==> src/rtl/x_scope_dump_pkg.sv <==
// Shared types and constants for the scope dump readout controller.
// Optional header feature is enabled by defining X_SCOPE_DUMP_HDR_EN.
package x_scope_dump_pkg;

  typedef enum logic [2:0] {
    ST_IDLE       = 3'd0,
    ST_WAIT_SCOPE = 3'd1,
    ST_HDR        = 3'd2,
    ST_READ       = 3'd3,
    ST_LATCH      = 3'd4,
    ST_SEND       = 3'd5,
    ST_DONE       = 3'd6
  } state_e;

  // Sync byte that opens the optional dump header.
  localparam logic [7:0] HDR_SYNC       = 8'hA5;
  localparam int         BYTES_PER_WORD = 4;
  // Index of the final byte for a data word and for the 3-byte header.
  localparam logic [1:0] WORD_LAST_IDX  = 2'(BYTES_PER_WORD - 1);
  localparam logic [1:0] HDR_LAST_IDX   = 2'd2;

  // Pick byte idx out of a 32-bit word, byte 0 being the LSB.
  function automatic logic [7:0] byte_sel(input logic [31:0] word,
                                          input logic [1:0]  idx);
    return word[{idx, 3'b000} +: 8];
  endfunction

endpackage

==> src/rtl/x_word_ser.sv <==
// Word serialiser: holds a 32-bit word and presents it one byte at a time,
// LSB first. The number of bytes is set at load via the last-byte index so
// the same block also emits the 3-byte dump header.
module x_word_ser
  import x_scope_dump_pkg::*;
(
  input  logic        i_clk,
  input  logic        i_rst,
  input  logic        i_load,
  input  logic [31:0] i_word,
  input  logic [1:0]  i_last_idx,
  input  logic        i_adv,
  output logic [7:0]  o_data,
  output logic        o_last
);

  logic [31:0] word_r;
  logic [1:0]  idx_r;
  logic [1:0]  last_idx_r;

  // Word/index registers: load restarts at byte 0, an accepted byte advances.
  always_ff @(posedge i_clk or posedge i_rst) begin
    if (i_rst) begin
      word_r     <= 32'h0000_0000;
      idx_r      <= 2'd0;
      last_idx_r <= 2'd0;
    end else if (i_load) begin
      word_r     <= i_word;
      idx_r      <= 2'd0;
      last_idx_r <= i_last_idx;
    end else if (i_adv && !o_last) begin
      idx_r      <= idx_r + 2'd1;
    end else begin
      idx_r      <= idx_r;
    end
  end

  assign o_data = byte_sel(word_r, idx_r);
  assign o_last = (idx_r == last_idx_r);

endmodule

==> src/rtl/x_scope_dump.sv <==
// Scope capture memory readout: waits for the scope to go idle, reads an
// inclusive (wrapping) address range and streams each word LSB-first to the
// UART transmitter over a valid/accept handshake.
// Define X_SCOPE_DUMP_HDR_EN to prefix the dump with A5, count[7:0], count[15:8].
module x_scope_dump
  import x_scope_dump_pkg::*;
#(
  parameter int p_addr_w = 11
) (
  input  logic                i_clk,
  input  logic                i_rst,
  input  logic                i_start,
  input  logic                i_abort,
  input  logic [p_addr_w-1:0] i_first,
  input  logic [p_addr_w-1:0] i_last,
  output logic                o_busy,
  output logic                o_done,
  input  logic                i_scope_busy,
  output logic                o_scope_ren,
  output logic [p_addr_w-1:0] o_scope_raddr,
  input  logic [31:0]         i_scope_rdata,
  output logic [7:0]          o_tx_data,
  output logic                o_tx_valid,
  input  logic                i_tx_accept
);

  state_e              state_r;
  state_e              state_nxt_s;
  logic [p_addr_w-1:0] addr_r;
  logic [p_addr_w-1:0] end_r;
  logic                abort_pend_r;

  logic                tx_active_s;
  logic                byte_taken_s;
  logic                stop_s;
  logic                addr_inc_s;
  logic                ser_load_s;
  logic [31:0]         ser_word_s;
  logic [1:0]          ser_last_idx_s;
  logic [7:0]          ser_data_s;
  logic                ser_last_s;

`ifdef X_SCOPE_DUMP_HDR_EN
  // One more bit than the address so a full-memory dump (2^p_addr_w) fits.
  logic [p_addr_w:0]   count_r;
  logic [p_addr_w-1:0] span_s;
  logic [15:0]         count16_s;

  assign span_s    = i_last - i_first;
  assign count16_s = 16'(count_r);

  // Word count for the header, captured together with the range.
  always_ff @(posedge i_clk or posedge i_rst) begin
    if (i_rst) begin
      count_r <= '0;
    end else if ((state_r == ST_IDLE) && i_start) begin
      count_r <= {1'b0, span_s} + {{p_addr_w{1'b0}}, 1'b1};
    end else begin
      count_r <= count_r;
    end
  end
`endif

  // A byte is on the wire in SEND and HDR; it is consumed on accept.
  assign tx_active_s  = (state_r == ST_SEND) || (state_r == ST_HDR);
  assign byte_taken_s = tx_active_s && i_tx_accept;
  // An abort seen at any time during a byte still ends the dump once it leaves.
  assign stop_s       = i_abort || abort_pend_r;

  // State register.
  always_ff @(posedge i_clk or posedge i_rst) begin
    if (i_rst) begin
      state_r <= ST_IDLE;
    end else begin
      state_r <= state_nxt_s;
    end
  end

  // Range registers: loaded on an accepted start, address walks after each word.
  always_ff @(posedge i_clk or posedge i_rst) begin
    if (i_rst) begin
      addr_r <= '0;
      end_r  <= '0;
    end else if ((state_r == ST_IDLE) && i_start) begin
      addr_r <= i_first;
      end_r  <= i_last;
    end else if (addr_inc_s) begin
      addr_r <= addr_r + {{(p_addr_w-1){1'b0}}, 1'b1};
    end else begin
      addr_r <= addr_r;
    end
  end

  // Remember an abort raised while a byte is stalled, cleared once idle.
  always_ff @(posedge i_clk or posedge i_rst) begin
    if (i_rst) begin
      abort_pend_r <= 1'b0;
    end else if (state_r == ST_IDLE) begin
      abort_pend_r <= 1'b0;
    end else if (tx_active_s && i_abort) begin
      abort_pend_r <= 1'b1;
    end else begin
      abort_pend_r <= abort_pend_r;
    end
  end

  // Next-state decode plus serialiser load control.
  always_comb begin
    state_nxt_s    = state_r;
    ser_load_s     = 1'b0;
    ser_word_s     = i_scope_rdata;
    ser_last_idx_s = WORD_LAST_IDX;
    addr_inc_s     = 1'b0;
    case (state_r)
      ST_IDLE: begin
        if (i_start) begin
          state_nxt_s = ST_WAIT_SCOPE;
        end else begin
          state_nxt_s = ST_IDLE;
        end
      end
      ST_WAIT_SCOPE: begin
        if (i_abort) begin
          state_nxt_s = ST_IDLE;
        end else if (i_scope_busy) begin
          state_nxt_s = ST_WAIT_SCOPE;
        end else begin
`ifdef X_SCOPE_DUMP_HDR_EN
          state_nxt_s    = ST_HDR;
          ser_load_s     = 1'b1;
          ser_word_s     = {8'h00, count16_s, HDR_SYNC};
          ser_last_idx_s = HDR_LAST_IDX;
`else
          state_nxt_s    = ST_READ;
`endif
        end
      end
      ST_HDR: begin
        if (byte_taken_s) begin
          if (stop_s) begin
            state_nxt_s = ST_IDLE;
          end else if (ser_last_s) begin
            state_nxt_s = ST_READ;
          end else begin
            state_nxt_s = ST_HDR;
          end
        end else begin
          state_nxt_s = ST_HDR;
        end
      end
      ST_READ: begin
        if (i_abort) begin
          state_nxt_s = ST_IDLE;
        end else begin
          state_nxt_s = ST_LATCH;
        end
      end
      ST_LATCH: begin
        if (i_abort) begin
          state_nxt_s = ST_IDLE;
        end else begin
          state_nxt_s = ST_SEND;
          ser_load_s  = 1'b1;
        end
      end
      ST_SEND: begin
        if (byte_taken_s) begin
          if (stop_s) begin
            state_nxt_s = ST_IDLE;
          end else if (!ser_last_s) begin
            state_nxt_s = ST_SEND;
          end else if (addr_r == end_r) begin
            state_nxt_s = ST_DONE;
          end else begin
            state_nxt_s = ST_READ;
            addr_inc_s  = 1'b1;
          end
        end else begin
          state_nxt_s = ST_SEND;
        end
      end
      ST_DONE: begin
        state_nxt_s = ST_IDLE;
      end
      default: begin
        state_nxt_s = ST_IDLE;
      end
    endcase
  end

  x_word_ser u_word_ser (
    .i_clk      (i_clk),
    .i_rst      (i_rst),
    .i_load     (ser_load_s),
    .i_word     (ser_word_s),
    .i_last_idx (ser_last_idx_s),
    .i_adv      (byte_taken_s),
    .o_data     (ser_data_s),
    .o_last     (ser_last_s)
  );

  // Moore outputs, decoded from registered state only.
  assign o_busy        = (state_r != ST_IDLE);
  assign o_done        = (state_r == ST_DONE);
  assign o_scope_ren   = (state_r == ST_READ);
  assign o_scope_raddr = addr_r;
  assign o_tx_valid    = tx_active_s;
  assign o_tx_data     = tx_active_s ? ser_data_s : 8'h00;

endmodule

==> config.mk <==
export PLATFORM = sky130hd
export DESIGN_NAME = x_scope_dump
export DESIGN_NICKNAME = d
export VERILOG_FILES = /design/src/rtl/x_scope_dump_pkg.sv /design/src/rtl/x_word_ser.sv /design/src/rtl/x_scope_dump.sv
export SDC_FILE = /design/constraint.sdc
export NUM_CORES = 1
export LEC_CHECK = 0
export ABC_AREA = 0
export CAP_MARGIN = 20
export CELL_PAD_IN_SITES_DETAIL_PLACEMENT = 0
export CELL_PAD_IN_SITES_GLOBAL_PLACEMENT = 1
export CORE_MARGIN = 2
export CORE_UTILIZATION = 38
export CTS_CLUSTER_DIAMETER = 150
export DETAILED_ROUTE_END_ITERATION = 10
export PLACE_DENSITY = 0.87
export REMOVE_ABC_BUFFERS = 1
export SYNTH_ARGS = -nofsm -noshare
export SYNTH_HDL_FRONTEND = slang
export SYNTH_HIERARCHICAL = 1
export SYNTH_SLANG_ARGS = --single-unit
==> constraint.sdc <==
create_clock -name i_clk -period 2.5 [get_ports i_clk]
set_clock_uncertainty 0.1 [all_clocks]
set_input_delay 0.375 -clock i_clk [delete_from_list [all_inputs] [get_ports i_clk]]
set_output_delay 0.375 -clock i_clk [all_outputs]
set_load 0.02 [all_outputs]
==> impl_metrics.ini, run 1 <==
; implementation run metrics
[outcome]
outcome = finished clean

[finish]
antenna_cells = 0
lay_top_cells = 73 x clkdlybuf4s50_1, 61 x dfrtp_1, 46 x mux2_2
nClkBuffers = 12
num-fill-cells = 707
area.growth.synth_to_final_pct = 40.24
drive_gt1_frac = 0.2556
top_register = u_word_ser/word_r
inv_count = 7
comb_cells = 175

[synth]
synth.cell_area_sq_um = 3128
yosys_area_sq_um = 3128
ys_sh_aoi = 0.04800
ys_warn_count = 6
ys_seq_frac = 0.4960
syn_inst = 256
fa_ha_area_frac = 0.004000
top_area_cell = dfrtp_1
top_area_frac = 0.4960
yosys_cells = 256
yosys_most_used_dff = dfrtp_1
numSynthFlops = 62

[critical_path]
path_max_fanout = 5
worst_setup_path_start_kind = register
slowest_stage = mux4_1
path_cells = buf_12 > mux4_1 > nor2b_1 > dlygate4sd2_1
worstReg2RegStart = u_word_ser/idx_r[0]
crit_path_end = o_tx_data[1]
crit_path_start = u_word_ser/idx_r[0]
cp_num_buf_inv = 2
worst_path_largest_cell_delay_ns = 0.55
path_class = register to output port
worst-path-stages = 4

[power_and_ir_drop]
p_leak_nw = 1.838
peakVddDrop_mv = 0.4434
comb_power_share = 0.456
top_power_group = combinational logic
comb_cell_power_mw = 2.39

[cts]
cts_resized = 12
htree_levels = 3
numCtsBuffers = 9
cts_buffer_depth = 2
root_buffer = clkbuf_8
cts_num_sinks = 62
insertion_delay_ns = 0.33
cts_tree = done

[place]
gp_congestion = 0.8227
postPlaceCellArea_sq_um = 4140
preCtsSetupSlack_ns = -0.2325

[drt]
drtIter0Drc = 40
wl_met1_um = 3012
via_per_inst = 5.009

[timing]
whs_ns = 0.3260
finalClockPeriodUsage = 0.9564
hold_violations = 0

[grt]
use_met3 = 0.06385
busiest_layer = met2
grt_util_met1 = 0.2067
grt_pass1_vias = 2509

[run]
drv_cap = 0
Run 1, where the registers sit:
(3 px per um) Other sequential cells in the stronger gray, the rest of the logic in the fainter gray.
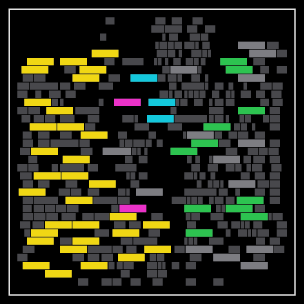
color	netlist name	sequential cells
yellow	u_word_ser/word_r	32
green	o_scope_raddr	11
cyan	state_r	3
magenta	u_word_ser/last_idx_r	2
not colored	14
Seq. pwr: 1.89 mW
sequential cell area: 1553 sq um
post-layout util: 0.5421
flop share of the area: 0.3540

Run 1, logic cells by family:
(4 px per um)
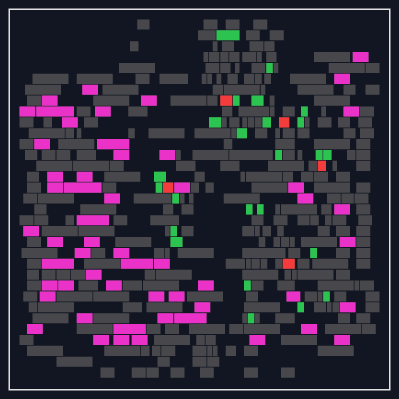
color	family	cells
magenta	mux cells	55
red	and/or cells	5
green	aoi and oai cells	24
Layout Cells excl Fill: 465
logic share of the area: 0.3391
most common logic cell in the routed design: clkdlybuf4s50_1

Run 1, wiring by layer:
(4 px per um)
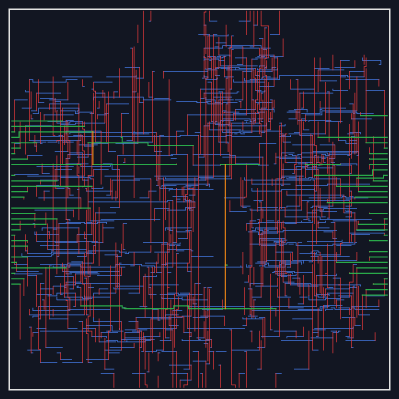
color	layer	wire length
blue	M1	3010 um
red	M2	3630 um
green	M3	517 um
orange	M4	44.2 um
wire length per cell: 15.50 um
via count: 2329
Routed WL: 7208 um

Run 1, port wiring:
(4 px per um)
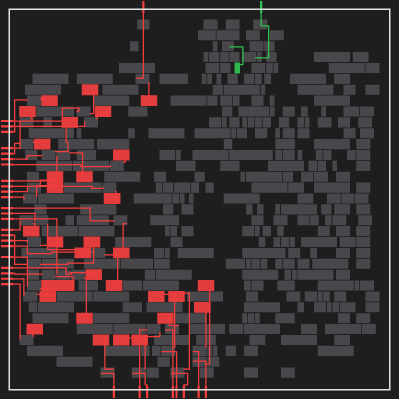
color	port	bits	direction	edge	end cells	buffers	wire
green	o_busy	1	output	top	1	1	25.8 um
red	i_scope_rdata	32	input	23 left, 8 bottom, 1 top	32	32	679 um
tally of buffers added on design ports: 82
io pins: 83

--- run 2 (diff from run 1) ---
CORE_UTILIZATION = 35   (was 38)
PLACE_DENSITY = 0.83   (was 0.87)
SYNTH_HIERARCHICAL = not set   (was 1)
Run 2, port wiring:
(4 px per um)
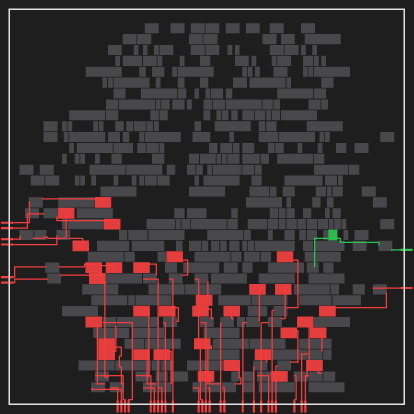
color	port	bits	direction	edge	end cells	buffers	wire
green	o_busy	1	output	right	1	1	27.6 um
red	i_scope_rdata	32	input	25 bottom, 6 left, 1 right	32	32	768 um

Run 2, where the registers sit:
(3 px per um) Other sequential cells in the stronger gray, the rest of the logic in the fainter gray.
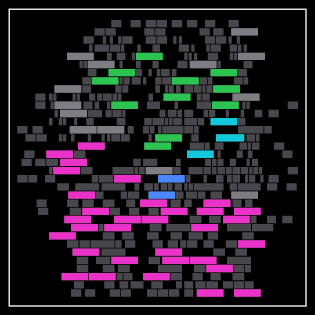
color	netlist name	sequential cells
green	o_scope_raddr	11
cyan	state_r	3
magenta	u_word_ser.word_r	32
blue	u_word_ser.idx_r	2
not colored	13
post-layout util: 0.5020
Seq. pwr: 1.84 mW
flop share of the area: 0.3507
sequential cell area: 1528 sq um

Run 2, clock routing:
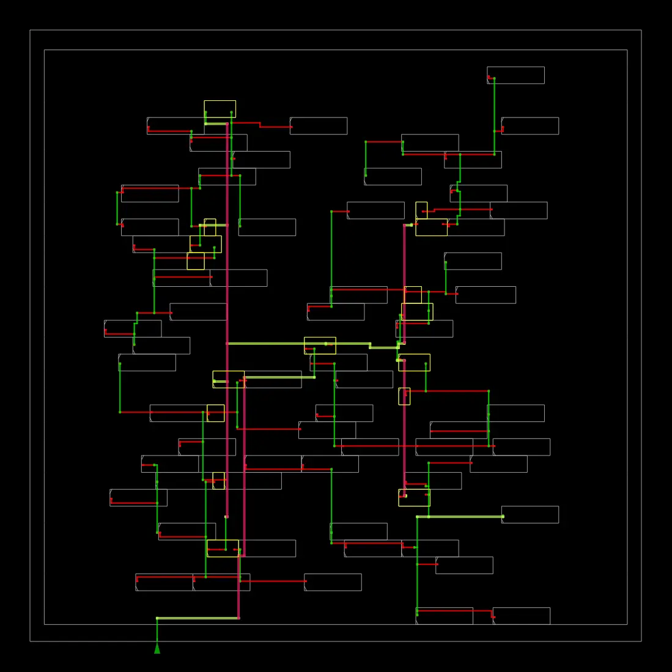
CTS Buf Count: 9
clkbuf count: 9
flop count: 61
clk_lat worst skew: 0.34 ns
CTS sink count: 61

==> impl_metrics.ini, run 2 <==
; implementation run metrics
[power_and_ir_drop]
comb_cell_power_mw = 2.23
p_int_mw = 3.009
p_clk_uw = 759
pwr-share-clk = 0.157
power_density_nw_per_um2 = 1109
finalPower_mw = 4.834
p_switching_mw = 1.824
peakVddDrop_mv = 0.3271
p_leak_nw = 1.885
power_frac_seq = 0.381
comb_power_share = 0.462
top_power_group = combinational logic
sw_frac_of_total = 0.3774

[drt]
ant_nets = 0
drt_wl_total_um = 7579
top_layer_used = met4
drtPass1Iterations = 5
via_per_inst = 5.067
vias = 2503
wl_per_cell_um = 15.34
dr_wl_met2_um = 3759
drtIter0Drc = 126
wl_met1_um = 3401

[synth]
mux_area_frac = 0.1769
most_common_cell = dfrtp_1
numSynthFlops = 61
top_cells_by_area = dfrtp_1 49%, mux2_2 12%, nand2_1 6.3%
synthArstFlopShare = 1.000
yosys-top-cells-count = 61 x dfrtp_1, 52 x nand2_1, 33 x mux2_2
fa_ha_area_frac = 0.004011
synth.cell_area_sq_um = 3119
ys_top_logic_family = simple AND/OR/NAND/NOR gates
synth.cellmix.xorXnorShare = 0.03650
ys_seq_frac = 0.4894
yosys_most_used_dff = dfrtp_1
ys_sh_aoi = 0.07782
yosys_cells = 287
post_synth_num_cell_types = 46
top_area_frac = 0.4894
top_area_cell = dfrtp_1
avgSynthCellArea_sq_um = 10.87
simple_gate_share = 0.1873
syn_inst = 287
ys_warn_count = 0
edf_count = 0
yosys_area_sq_um = 3119

[critical_path]
reg2reg_slack_ns = 0.25
cp_top_family = buffers and inverters
cp_num_buf_inv = 2
slowest_stage = mux4_2
path_max_fanout = 9
cp-end-kind = output port
path_cells = buf_4 > mux4_2 > and2_1 > dlygate4sd2_1
worstReg2RegStart = u_word_ser.last_idx_r[0]
path_class = register to output port
r2r-end = o_scope_raddr[10]
worst_setup_path_start_kind = register
worst-path-stages = 4
cp.arrival_ns = 1.90
worst_path_largest_cell_delay_ns = 0.50
critPathRequiredTime_ns = 2.03
crit_path_end = o_tx_data[7]
crit_path_start = u_word_ser.idx_r[0]
r2r_cells = 5

[cts]
root_buffer = clkbuf_8
clk_pin_slew_worst_paths_ns = 0.08
cts_tree = done
postCtsSetupRepairBufs = 0
htree_levels = 3
ctsHoldBuffers = 0
cts_resized = 9
cts_buffer_depth = 2

[place]
preCtsSetupSlack_ns = -0.04411
io_buffers = 82
gp_congestion = 0.8240
dp_cells = 478
postPlaceCellArea_sq_um = 4197
hpwl_um = 5583

[floorplan]
core_area_sq_um = 8678
ios = 83
tapCellCount = 108
die_area_sq_um = 9684
num_rows = 34
fp-utilization = 0.3594
die_h_um = 98.41
die_width_um = 98.41

[finish]
nonClkBufAreaFrac = 0.2263
logic_area_sq_um = 1523
layout.cells.non_filler = 494
area.growth.synth_to_final_pct = 39.67
comb_share = 0.3495
buffers = 100
layout.nets = 442
drive_gt1_frac = 0.2254
inv_count = 5
num-fill-cells = 819
lay_top_cells = 73 x clkdlybuf4s50_1, 60 x dfrtp_1, 52 x nand2_1
clk_share = 0.03820
largest_reg_flops = 32
antenna_cells = 0
final_common_cell = clkdlybuf4s50_1
final_cell_area_sq_um = 4357
comb_cells = 204
top_register = u_word_ser.word_r

[timing]
slew_viol_final = 0
relSlewSlack = 0.6340
finalClockPeriodUsage = 0.9490
hold_violations = 0
layout_setup_ws_ns = 0.1276
rsz0062_at_grt = false
finalCriticalPeriod_ns = 2.372
clock.fmax_ghz = 0.4215
setup_viol = 0
worstMarginPinSlew_ns = 0.5458
fin_setup_tns_ns = 0
whs_ns = 0.2887

[grt]
track_usage = 0.1710
busiest_layer = met2
overflow = 0
grt_util_met1 = 0.2336
grt_max_degree = 40
grt_pass1_wl_um = 13280
use_met3 = 0.02577
grt_pass1_vias = 2702
met2_usage = 0.2737
antenna_found_initial = 0

[run]
warnings = 25
drv_cap = 0

[min_path]
min-delay-path-class = input pin to async pin

[outcome]
outcome = finished clean
Power is estimated from default activity; no workload was simulated.
